--- config.mk ---
export PLATFORM = sky130hd
export DESIGN_NAME = down_counter_timer_flat
export DESIGN_NICKNAME = d
export VERILOG_FILES = /design/src/rtl/down_counter_timer_if.sv /design/src/rtl/down_counter_timer.sv /design/src/flat_wrapper.sv
export SDC_FILE = /design/constraint.sdc
export NUM_CORES = 1
export LEC_CHECK = 0
export CELL_PAD_IN_SITES_DETAIL_PLACEMENT = 0
export CELL_PAD_IN_SITES_GLOBAL_PLACEMENT = 1
export CORE_UTILIZATION = 26
export CTS_CLUSTER_DIAMETER = 200
export DETAILED_ROUTE_END_ITERATION = 10
export GPL_ROUTABILITY_DRIVEN = 0
export PLACE_DENSITY = 0.63
export SYNTH_ARGS = -nofsm -noshare
export SYNTH_HDL_FRONTEND = slang
export SYNTH_SLANG_ARGS = --single-unit
--- constraint.sdc ---
create_clock -name clk -period 1.52 [get_ports clk]
set_input_delay 0.304 -clock clk [delete_from_list [all_inputs] [get_ports clk]]
set_output_delay 0.304 -clock clk [all_outputs]
set_load 0.005 [all_outputs]
--- src/rtl/down_counter_timer_if.sv ---
// rtl/down_counter_timer_if.sv - control/status bundle for the down-counter/timer
interface down_counter_timer_if #(
  parameter int WIDTH = 4
);
  logic             load;
  logic [WIDTH-1:0] load_val;
  logic             en;
  logic             auto_reload;
  logic [WIDTH-1:0] count;
  logic             tc;
  logic             busy;
  logic             expired;

  modport master (
    output load, load_val, en, auto_reload,
    input  count, tc, busy, expired
  );

  modport slave (
    input  load, load_val, en, auto_reload,
    output count, tc, busy, expired
  );
endinterface

--- src/rtl/down_counter_timer.sv ---
// rtl/down_counter_timer.sv - loadable down-counter/timer with one-shot or auto-reload
// Optional prescaler enabled by defining DOWN_COUNTER_TIMER_PRESCALE_EN.
module down_counter_timer #(
  parameter int WIDTH    = 4,
  parameter int PRESCALE = 4
) (
  input  logic                 clk,
  input  logic                 rst,
  down_counter_timer_if.slave  bus
);

  typedef enum logic [1:0] {
    IDLE    = 2'd0,
    RUN     = 2'd1,
    EXPIRED = 2'd2
  } state_e;

  state_e           state_q;
  logic [WIDTH-1:0] count_q;
  logic [WIDTH-1:0] reload_q;
  logic             tc_q;
  logic             busy_q;
  logic             expired_q;
  logic             step_d;

`ifdef DOWN_COUNTER_TIMER_PRESCALE_EN
  localparam int PW = (PRESCALE > 2) ? $clog2(PRESCALE) : 1;
  localparam logic [PW-1:0] PRE_MAX = PW'(PRESCALE - 1);

  logic [PW-1:0] pre_q;
  logic [PW-1:0] pre_d;

  always_comb begin
    step_d = (pre_q == PRE_MAX);
    pre_d  = pre_q;
    if (state_q == RUN && bus.en) begin
      pre_d = step_d ? '0 : pre_q + PW'(1);
    end
  end

  always_ff @(posedge clk) begin
    if (rst || bus.load) begin
      pre_q <= '0;
    end else begin
      pre_q <= pre_d;
    end
  end
`else
  logic unused_prescale;
  assign unused_prescale = (PRESCALE >= 2);
  assign step_d = 1'b1;
`endif

  // tc holds while a RUN cycle is frozen by en=0; otherwise it is a single-cycle pulse.
  always_ff @(posedge clk) begin
    if (rst) begin
      state_q   <= IDLE;
      count_q   <= '0;
      reload_q  <= '0;
      tc_q      <= 1'b0;
      busy_q    <= 1'b0;
      expired_q <= 1'b0;
    end else if (bus.load) begin
      count_q   <= bus.load_val;
      reload_q  <= bus.load_val;
      tc_q      <= 1'b0;
      expired_q <= 1'b0;
      if (bus.load_val != '0) begin
        state_q <= RUN;
        busy_q  <= 1'b1;
      end else begin
        state_q <= IDLE;
        busy_q  <= 1'b0;
      end
    end else begin
      case (state_q)
        RUN: begin
          if (bus.en) begin
            tc_q <= 1'b0;
            if (step_d) begin
              if (count_q == WIDTH'(1)) begin
                tc_q <= 1'b1;
                if (bus.auto_reload) begin
                  count_q <= reload_q;
                end else begin
                  count_q   <= '0;
                  state_q   <= EXPIRED;
                  busy_q    <= 1'b0;
                  expired_q <= 1'b1;
                end
              end else begin
                count_q <= count_q - WIDTH'(1);
              end
            end
          end
        end
        default: begin
          tc_q <= 1'b0;
        end
      endcase
    end
  end

  assign bus.count   = count_q;
  assign bus.tc      = tc_q;
  assign bus.busy    = busy_q;
  assign bus.expired = expired_q;

endmodule
--- src/flat_wrapper.sv ---
// flat-port wrapper written by rule: the top's interface ports become plain ports
module down_counter_timer_flat 
#(
  parameter int WIDTH    = 4,
  parameter int PRESCALE = 4
)
  (clk, rst, bus_load, bus_load_val, bus_en, bus_auto_reload, bus_count, bus_tc, bus_busy, bus_expired);
  down_counter_timer_if #(.WIDTH(WIDTH)) bus_i ();
  input  logic clk;
  input  logic rst;
  input wire logic [$bits(bus_i.load)-1:0] bus_load;
  input wire logic [$bits(bus_i.load_val)-1:0] bus_load_val;
  input wire logic [$bits(bus_i.en)-1:0] bus_en;
  input wire logic [$bits(bus_i.auto_reload)-1:0] bus_auto_reload;
  output wire logic [$bits(bus_i.count)-1:0] bus_count;
  output wire logic [$bits(bus_i.tc)-1:0] bus_tc;
  output wire logic [$bits(bus_i.busy)-1:0] bus_busy;
  output wire logic [$bits(bus_i.expired)-1:0] bus_expired;
  assign bus_i.load = bus_load;
  assign bus_i.load_val = bus_load_val;
  assign bus_i.en = bus_en;
  assign bus_i.auto_reload = bus_auto_reload;
  assign bus_count = bus_i.count;
  assign bus_tc = bus_i.tc;
  assign bus_busy = bus_i.busy;
  assign bus_expired = bus_i.expired;
  down_counter_timer #(.WIDTH(WIDTH), .PRESCALE(PRESCALE)) u_core (.clk(clk), .rst(rst), .bus(bus_i));
endmodule
### Congestion heat map

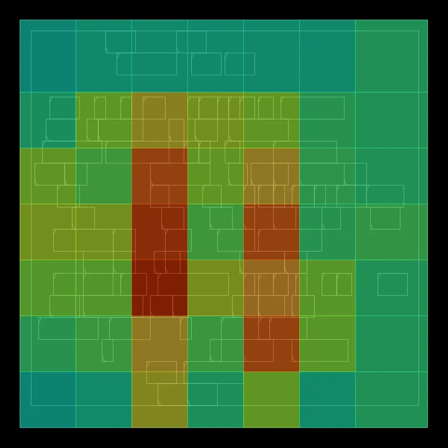
met1 track demand over resource in global routing: 15.4%
GR Util met3: 3.64%
met2 GRT Util: 19.6%
global routing usage summed across all routing layers: 12.9%

### Placement by cell class

(8 px per um)
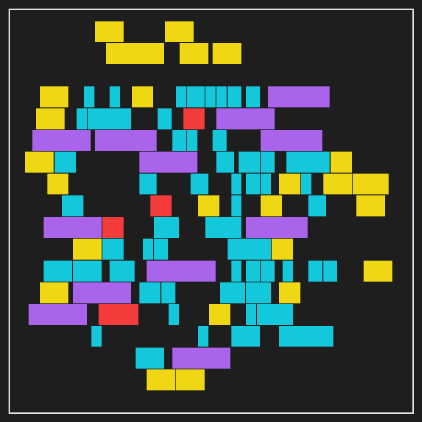
- clock drivers and dummy loads: red (cells 4)
- other buffers and delay cells: yellow (cells 25)
- all other logic: cyan (cells 55)
- flip-flops: purple (cells 12)

### A small window of the routed layout

Window x 0 to 25, y 25 to 50 um. Cells in grey, sequential cells in the stronger grey; small squares are vias.
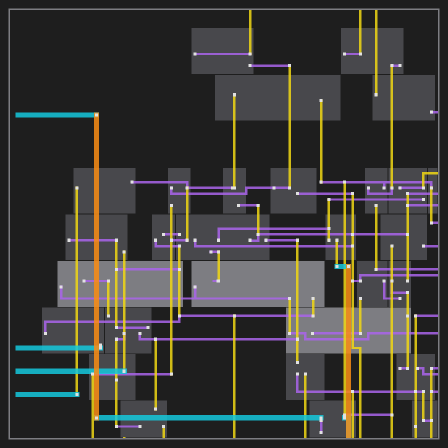
- met4: orange
- met3: cyan
- met2: yellow
- met1: purple
- most frequent: clkdlybuf4s50_1 (6), buf_4 (3)
- sequential cells in the window: 3
- cells with their middle in the window: 28

### Metal 1

(10 px per um)
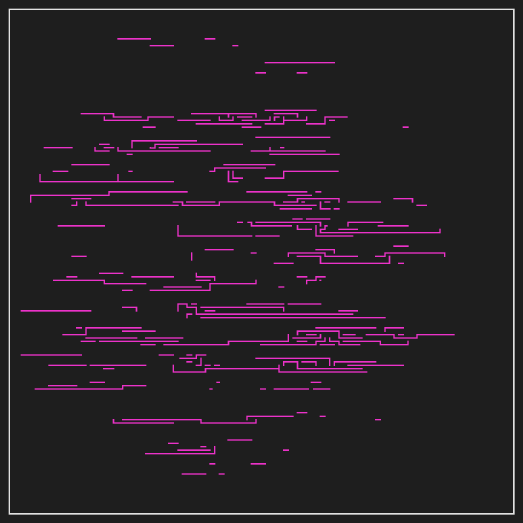
- longest straight run: 18.4 um
- wire length on this layer: 688 um
- share of all routed wire: 45%
- main direction: horizontal
- nets with wire on the layer: 95

==> job_summary.md <==
### Metrics collected by this job

| Metric | Value |
|---|---|
| Run status | `finished clean` |
| Maximum resistive drop on vdd | `0.458 mV` |
| Final-stage net count | `between 100 and 150` |
| Reg-to-reg setup timing slack | `0.09 ns` |
| Type of the most critical hold path | `reg -> reg` |
| Crit path required time | `1.22 ns` |
| Setup repair after global routing missed its margin | `false` |
| YS warnings | `0` |
| Number of buffer and inverter instances along the worst setup path | `1` |
| Cell kind with the greatest summed area | `combinational gates` |
| Global-route wire length before repair | `2370 um` |
| Post-Synth Simple-Gate Area | `a little under a quarter` |
| Clock buffer instance count of the final layout | `4` |
| Placed Cells | `roughly 120` |
| Combinational Power Share | `around a fifth` |
| Flop share of the area | `26.9%` |
| Highest-count logic cell in the final layout | `clkdlybuf4s50_1` |
| Pin count of the biggest net entering global routing | `12` |
| Worst Setup SP | `u_core.bus.count[2]` |
| Setup crit start kind | `register` |
| Buffer count from post-CTS setup fixing | `0` |
| Non-clock inverter total of the final layout | `6` |
| Post-placement setup slack | `-0.136 ns` |
| Number of storage elements in the synthesis netlist | `12` |
| Final Setup Violations | `0` |
| Cell count after synthesis | `between 60 and 70` |
| Ports placed on the boundary | `16` |
| Routed met2 length | `721 um` |
| Synth-to-layout area growth | `52.6%` |
| Antenna violations before repair | `0` |
| Adder-cell share of the synthesized area | `under 10%` |
| Number of global-route vias before repair | `536` |
| Sequential-cell power consumption | `349 uW` |
| Highest routed layer | `met4` |
| Wire length per cell after detailed routing | `12.2 um` |
| DRT Pass-1 Iters | `4` |
| Core area | `2210 um^2` |
| Ranking of synthesized cells by area | `dfxtp_1 (40%), a21oi_1 (8.2%), mux2i_1 (4.9%), ha_1 (4.1%), inv_1 (3.7%)` |
| Overflow left after global routing | `0` |
| CP Max Fanout | `5` |
| Startpoint of the tightest hold check path | `u_core.state_q[1]` |
| Share of the final layout cell area in multi-input gates | `37.0%` |
| Levels on crit path | `1` |
| Worst Hold End | `u_core.bus.tc` |
| Area fraction in xor and xnor cells | `0%` |
| Number of synthesized flops with an enable pin | `0` |
| Worst rel slew slack | `about four fifths` |
| Data arrival time of the critical path | `1.17 ns` |
| Syn nets | `80` |
| Area used by sequential logic in the layout | `249 um^2` |
| Number of hold buffers added after CTS | `0` |
| Power in combinational cells | `159 uW` |
| Remaining antenna violation count | `0` |
| Number of fillers in the final layout | `247` |
Power is estimated from default activity; no workload was simulated.
